## src/rtl/loop_nest_sched.sv

```systemverilog
// Two-level (i,j) loop-nest sequencer for a shared MAC datapath: issues index pairs with a
// bounded number in flight and accumulates in-order responses weighted by (j+1).
module loop_nest_sched #(
  parameter int N       = 8,
  parameter int IDX_W   = $clog2(N),
  parameter int DATA_W  = 16,
  parameter int ACC_W   = 40,
  parameter int MAX_OUT = 4
) (
  input  logic                     clk,
  input  logic                     rst_n,
  input  logic                     start_i,
  input  logic                     abort_i,
  output logic                     busy_o,
  output logic                     done_o,
  output logic                     aborted_o,
  output logic                     issue_valid_o,
  input  logic                     issue_ready_i,
  output logic [IDX_W-1:0]         issue_i_o,
  output logic [IDX_W-1:0]         issue_j_o,
  output logic                     issue_last_o,
  input  logic                     rsp_valid_i,
  input  logic [DATA_W-1:0]        rsp_data_i,
  output logic [ACC_W-1:0]         acc_o
);

  // state  | meaning
  // IDLE   | waiting for start_i
  // ISSUE  | handing out (i,j) pairs, bounded by MAX_OUT in flight
  // DRAIN  | no new requests, waiting for outstanding responses
  // DONE   | one-cycle completion pulse
  typedef enum logic [1:0] {S_IDLE, S_ISSUE, S_DRAIN, S_DONE} state_t;

  localparam int CNT_W  = $clog2(MAX_OUT + 1);
  localparam int PROD_W = IDX_W + 1 + DATA_W;
  localparam logic [IDX_W-1:0] IDX_LAST = IDX_W'(N - 1);
  localparam logic [CNT_W-1:0] OUT_MAX  = CNT_W'(MAX_OUT);

  state_t             state_q, state_d;
  logic [IDX_W-1:0]   i_q, i_d, j_q, j_d, rj_q, rj_d;
  logic [CNT_W-1:0]   out_q, out_d;
  logic [ACC_W-1:0]   acc_q, acc_d;
  logic               abort_seen_q, abort_seen_d;
  logic               aborted_q, aborted_d;
  logic               issue_valid, hs, rsp_acc;
  logic [PROD_W-1:0]  data_x, weight_x, prod;

  // Weight (rj+1) can equal N, so it is zero-extended before the signed multiply.
  assign data_x   = {{(PROD_W-DATA_W){rsp_data_i[DATA_W-1]}}, rsp_data_i};
  assign weight_x = PROD_W'(rj_q) + PROD_W'(1);
  assign prod     = PROD_W'($signed(data_x) * $signed(weight_x));

  assign issue_valid = (state_q == S_ISSUE) && (out_q < OUT_MAX) && !abort_seen_q;
  assign hs          = issue_valid && issue_ready_i;
  assign rsp_acc     = rsp_valid_i && (out_q != '0);

  always_comb begin
    state_d      = state_q;
    i_d          = i_q;
    j_d          = j_q;
    rj_d         = rj_q;
    out_d        = out_q;
    acc_d        = acc_q;
    abort_seen_d = abort_seen_q;
    aborted_d    = aborted_q;

    if (hs && !rsp_acc)      out_d = out_q + CNT_W'(1);
    else if (!hs && rsp_acc) out_d = out_q - CNT_W'(1);

    if (rsp_acc) begin
      acc_d = acc_q + {{(ACC_W-PROD_W){prod[PROD_W-1]}}, prod};
      rj_d  = (rj_q == IDX_LAST) ? '0 : rj_q + IDX_W'(1);
    end

    if (hs) begin
      if (j_q == IDX_LAST) begin
        j_d = '0;
        i_d = (i_q == IDX_LAST) ? '0 : i_q + IDX_W'(1);
      end else begin
        j_d = j_q + IDX_W'(1);
      end
    end

    case (state_q)
      S_IDLE: begin
        if (start_i) begin
          state_d      = S_ISSUE;
          i_d          = '0;
          j_d          = '0;
          rj_d         = '0;
          out_d        = '0;
          acc_d        = '0;
          abort_seen_d = 1'b0;
          aborted_d    = 1'b0;
        end
      end
      S_ISSUE: begin
        if (abort_i) begin
          abort_seen_d = 1'b1;
          state_d      = S_DRAIN;
        end
        if (hs && (i_q == IDX_LAST) && (j_q == IDX_LAST)) state_d = S_DRAIN;
      end
      S_DRAIN: begin
        if (out_q == '0) begin
          state_d   = S_DONE;
          aborted_d = abort_seen_q;
        end
      end
      S_DONE:  state_d = S_IDLE;
      default: state_d = S_IDLE;
    endcase
  end

  always_ff @(posedge clk) begin
    if (!rst_n) begin
      state_q      <= S_IDLE;
      i_q          <= '0;
      j_q          <= '0;
      rj_q         <= '0;
      out_q        <= '0;
      acc_q        <= '0;
      abort_seen_q <= 1'b0;
      aborted_q    <= 1'b0;
    end else begin
      state_q      <= state_d;
      i_q          <= i_d;
      j_q          <= j_d;
      rj_q         <= rj_d;
      out_q        <= out_d;
      acc_q        <= acc_d;
      abort_seen_q <= abort_seen_d;
      aborted_q    <= aborted_d;
    end
  end

  assign busy_o        = (state_q == S_ISSUE) || (state_q == S_DRAIN);
  assign done_o        = (state_q == S_DONE);
  assign aborted_o     = aborted_q;
  assign issue_valid_o = issue_valid;
  assign issue_i_o     = i_q;
  assign issue_j_o     = j_q;
  assign issue_last_o  = issue_valid && (i_q == IDX_LAST) && (j_q == IDX_LAST);
  assign acc_o         = acc_q;

endmodule

```

## config.mk

```make
export PLATFORM = sky130hd
export DESIGN_NAME = loop_nest_sched
export DESIGN_NICKNAME = d
export VERILOG_FILES = /design/src/rtl/loop_nest_sched.sv
export SDC_FILE = /design/constraint.sdc
export NUM_CORES = 1
export LEC_CHECK = 0
export CAP_MARGIN = 20
export CORE_MARGIN = 5
export CORE_UTILIZATION = 59
export CTS_CLUSTER_SIZE = 16
export DETAILED_ROUTE_END_ITERATION = 10
export PLACE_DENSITY = 0.89
export SYNTH_ARGS = -nofsm -noshare
export SYNTH_HDL_FRONTEND = slang
export SYNTH_SLANG_ARGS = --single-unit
```

## constraint.sdc

```tcl
create_clock -name clk -period 7.33 [get_ports clk]
set_input_delay 0.733 -clock clk [delete_from_list [all_inputs] [get_ports clk]]
set_output_delay 0.733 -clock clk [all_outputs]
set_load 0.01 [all_outputs]
```

Figure 1. Wires at chosen ports, followed through buffers (run 1).
Bar = 20 um.
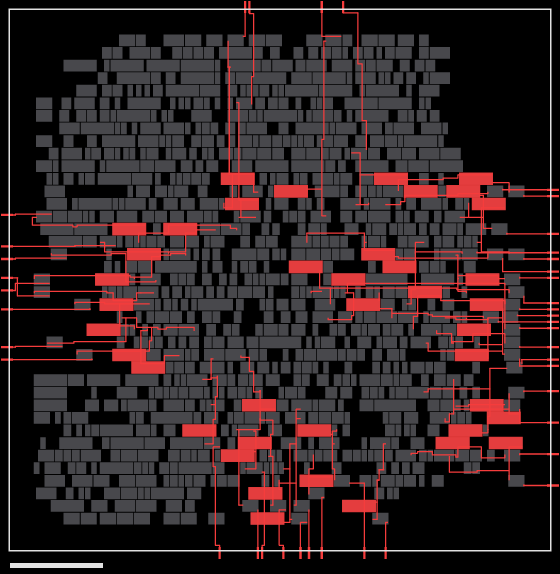
| color | port | bits | direction | end cells | buffers | wire |
|---|---|---|---|---|---|---|
| red | acc_o | 40 | output | 40 | 40 | 1660 um |
total I/O pin count: 73
port bufs: 72

Figure 2. Sequential cells colored by netlist name (run 1).
Bar = 20 um. Other sequential cells in the stronger gray, the rest of the logic in the fainter gray.
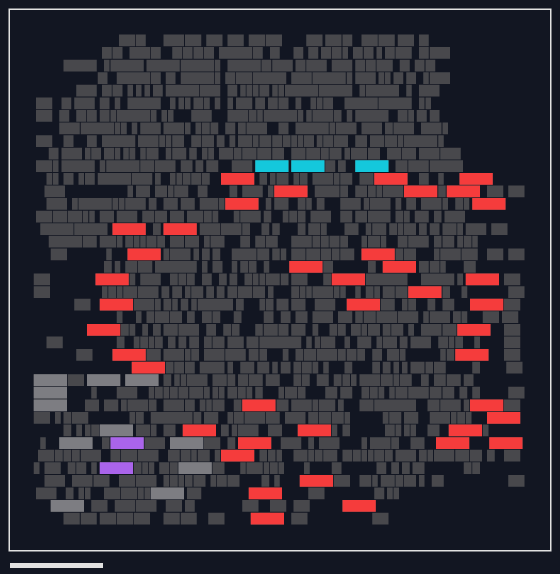
| color | name in the netlist | placed flops |
|---|---|---|
| red | acc_o | 40 |
| purple | state_q | 2 |
| cyan | rj_q | 3 |
not colored: 11
sequential power: 426 uW
post-layout util: 68.7%
sequential cell area: 0.00112 mm2
flop share of the area: 14.5%

==> flow_summary.yaml, run 1 <==
# implementation run metrics
sta:
  fin_crit_ns: 6.79
  slew_at_the_pin_closest_to_its_max_slew_limit_ns: 0.735
  final-hold-violation-count: 0
clock_tree:
  cts-hold-fix-buffers: 0
  cts_root_buf: "sky130_fd_sc_hd__clkbuf_16"
  postCtsSetupBuffers: 0
final_layout:
  inverters: 82
  flip_flop_count_of_the_largest_register_all_copies_and_words_added: 40
  comb.multi_input.count: 707
  mi_logic_area_mm2: 0.00522
yosys:
  synthFlopType: "sky130_fd_sc_hd__dfxtp_1"
  enable_flop_cells: 0
  synthesis.nets: 1013
  yosysTopAreaCellShare_pct: 17.3
  synth-compound-area-share_pct: 20.8
  ys_area_mm2: 0.00672
critical_path:
  crit_path_end: "acc_o[35]$_SDFF_PN0_"
  worst_setup_path_type: "reg -> reg"
  cp-end-kind: "flop"
  worstRegToRegCells: 25
  critical_path_cell_count: 25
  critPathMaxFanout: 19
power:
  pwr-share-clk_pct: 11.1
  p_comb_mw: 1.67
  total_leakage_power_nw: 3.73
  power_report.internal_total_mw: 1.18
route:
  drc_errors: 0
  avgViaCountPerCell: 5.78
  drt-pass1-iter-count: 5
  dr_total_vias: 6197
placed_design:
  placement.cell_area_mm2: 0.00758
  gp_routability_congestion: 0.890
grt:
  grt.busiest_layer: "met2"
job:
  openroad.warnings: 35
run_status:
  status: "completed"
die:
  design.core.area_mm2: 0.0113
Figure 3. Layout detail (run 1).
Window x 9 to 49, y 68 to 108 um. Cells in gray, sequential cells in the stronger gray; small squares are vias.
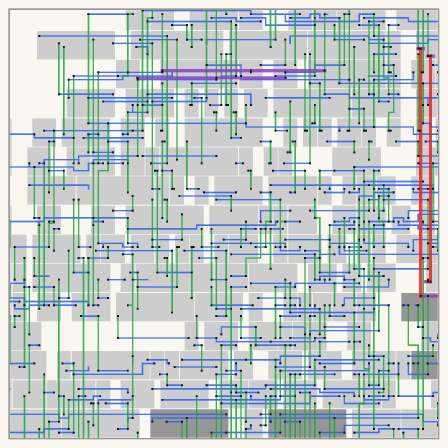
| color | layer |
|---|---|
| purple | met3 |
| red | met4 |
| green | met2 |
| blue | met1 |
sequential cells in the window: 2
cells with their middle in the window: 153
most frequent: inv_1 (36), and2_1 (22)
netlist names of flops here include: acc_o (2)

Figure 4. Wiring by layer (run 1).
Only two layers are drawn.
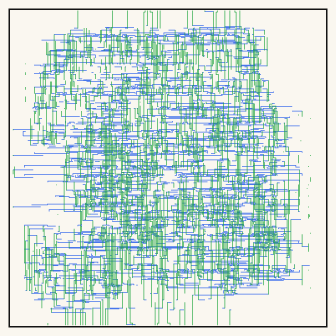

## Run 2: what changed since run 1
Settings changed: CORE_MARGIN 5 to default.
Figure 5. Wiring by layer (run 2).
Only two layers are drawn.
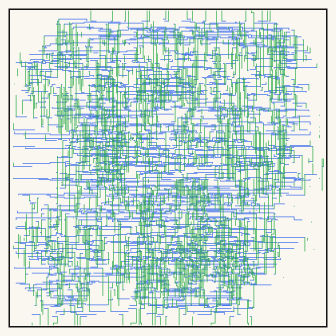
| color | layer | wire length |
|---|---|---|
| green | met2 | 7180 um |
| blue | met1 | 7320 um |
Total Routing Usage GR: 27.3%
vias after detailed routing: 6266
Routed Wire Length: 15700 um
routed wire length per instance: 14.6 um

Figure 6. Wires at chosen ports, followed through buffers (run 2).
Bar = 20 um.
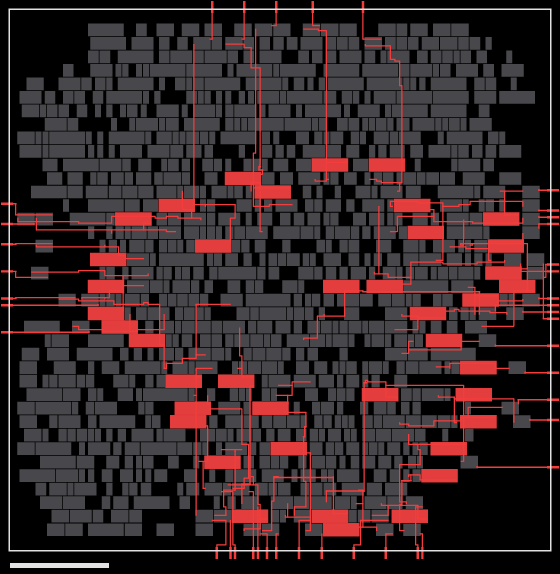
| color | port | bits | direction | end cells | buffers | wire |
|---|---|---|---|---|---|---|
| red | acc_o | 40 | output | 40 | 40 | 1610 um |

Figure 7. Clock wiring as the flow saved it (run 2).
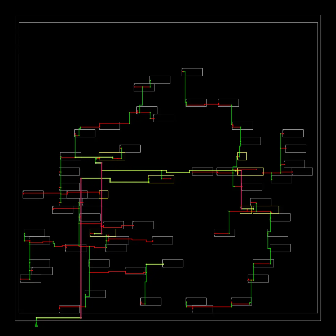
Clk. pwr: 262 uW
Num Clock Sinks: 56
worst skew pair latency: 0.31 ns
clock skew: 0.0143 ns
count of clock-net buffers in the final layout: 5

==> flow_summary.yaml, run 2 <==
# implementation run metrics
critical_path:
  critPathMaxFanout: 17
  crit_path_end: "acc_o[35]$_SDFF_PN0_"
  critical_path_cell_count: 26
  worstRegToRegCells: 26
  worst_setup_path_type: "reg -> reg"
placed_design:
  gp_routability_congestion: 0.949
  io_buffers: 72
final_layout:
  sequential_cell_area_mm2: 0.00112
  comb.multi_input.count: 707
  seq_area_share_pct: 14.5
  flip_flop_count_of_the_largest_register_all_copies_and_words_added: 40
  final_core_util_pct: 70.6
clock_tree:
  postCtsSetupBuffers: 0
  cts-hold-fix-buffers: 0
  cts_root_buf: "sky130_fd_sc_hd__clkbuf_16"
grt:
  grt.busiest_layer: "met2"
yosys:
  synthFlopType: "sky130_fd_sc_hd__dfxtp_1"
  yosysTopAreaCellShare_pct: 17.3
  synth-compound-area-share_pct: 20.8
run_status:
  status: "completed"
die:
  floorplan.io_pins: 73
  design.core.area_mm2: 0.0110
power:
  seq-power_uw: 428
  total_leakage_power_nw: 3.74
  p_comb_mw: 1.68
route:
  drt-pass1-iter-count: 6
  drc_errors: 0
  avgViaCountPerCell: 5.85
sta:
  fin_crit_ns: 6.81
Figure 8. Layout detail (run 2).
Window x 7 to 47, y 62 to 102 um. Cells in gray, sequential cells in the stronger gray; small squares are vias.
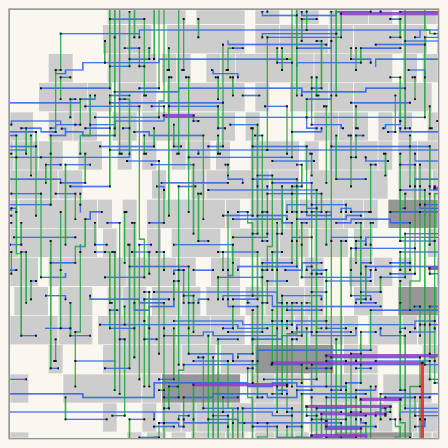

## Run 3: what changed since run 2
Settings changed: GPL_TIMING_DRIVEN from default to 0.
Figure 9. Layout detail (run 3).
Window x 7 to 47, y 62 to 102 um. Cells in gray, sequential cells in the stronger gray; small squares are vias.
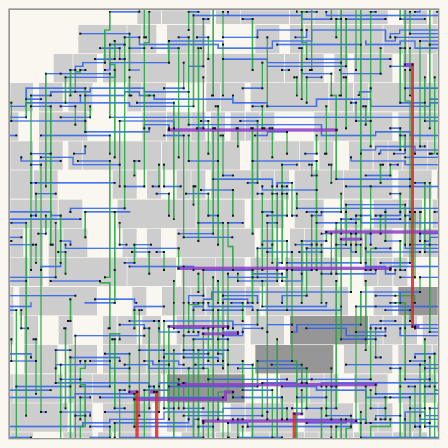
| color | layer |
|---|---|
| green | met2 |
| blue | met1 |
| red | met4 |
| purple | met3 |
netlist names of flops here include: acc_o (4)
cells with their middle in the window: 152
sequential cells in the window: 4
most frequent: inv_1 (31), and2_1 (15), ha_1 (15)

Figure 10. Wiring by layer (run 3).
Only two layers are drawn.
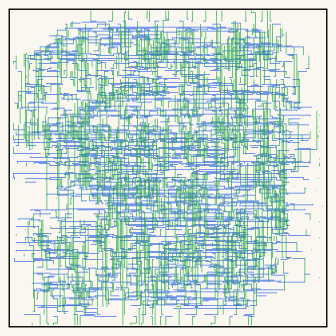
| color | layer | wire length |
|---|---|---|
| blue | met1 | 7770 um |
| green | met2 | 7640 um |

Figure 11. Sequential cells colored by netlist name (run 3).
Bar = 20 um. Other sequential cells in the stronger gray, the rest of the logic in the fainter gray.
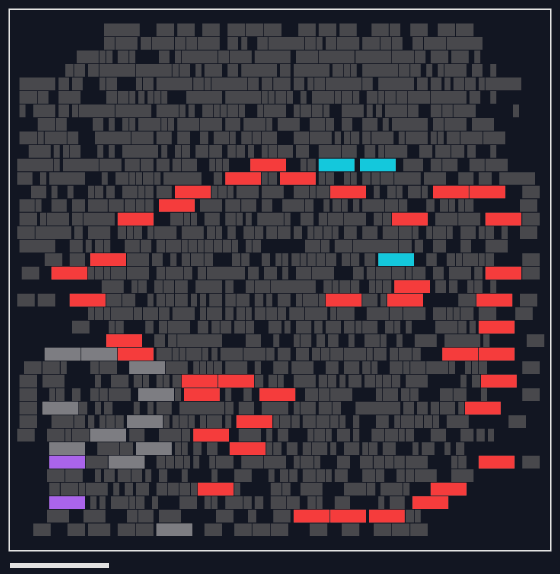
| color | name in the netlist | placed flops |
|---|---|---|
| purple | state_q | 2 |
| cyan | rj_q | 3 |
| red | acc_o | 40 |
not colored: 11

==> flow_summary.yaml, run 3 <==
# implementation run metrics
run_status:
  status: "completed"
route:
  dr_total_vias: 6420
  route.final.wire_length_um: 16800
  drc_errors: 0
  postRouteAntennaNets: 0
  drt-pass1-iter-count: 5
  wire_per_inst_um: 15.5
  avgViaCountPerCell: 5.91
final_layout:
  comb.multi_input.count: 708
  layout.cells.largest_class: "combinational gates"
  inverters: 82
  seq_area_share_pct: 14.3
  clock_buffer_count: 5
  mi_logic_area_mm2: 0.00528
  sequential_cell_area_mm2: 0.00112
  final_core_util_pct: 71.4
  flip_flop_count_of_the_largest_register_all_copies_and_words_added: 40
sta:
  final-hold-violation-count: 0
  final.setup_skew_ns: 0.00556
  fin_crit_ns: 6.95
power:
  seq-power_uw: 427
  pwr-share-clk_pct: 10.5
  total_leakage_power_nw: 3.76
  p_comb_mw: 1.72
  power_report.internal_total_mw: 1.18
critical_path:
  crit_path_end: "acc_o[35]$_SDFF_PN0_"
  worst_setup_path_type: "reg -> reg"
  cp-end-kind: "flop"
  setup.reg_to_reg.worst_slack_ns: 0.38
clock_tree:
  postCtsSetupBuffers: 0
  cts-hold-fix-buffers: 0
  cts.sink_count: 56
  insertion_delay_ns: 0.30
yosys:
  synth-compound-area-share_pct: 20.8
  ys_area_mm2: 0.00672
  synthFlopType: "sky130_fd_sc_hd__dfxtp_1"
  synthesis.nets: 1013
  yosysTopAreaCellShare_pct: 17.3
  enable_flop_cells: 0
  most_common_cell: "sky130_fd_sc_hd__nand2_1"
placed_design:
  gp_routability_congestion: 0.906
  io_buffers: 72
die:
  design.core.area_mm2: 0.0110
  floorplan.io_pins: 73
grt:
  grt_use_total_pct: 29.1
  grt.busiest_layer: "met2"
job:
  openroad.warnings: 35
Power and IR drop assume default switching activity.
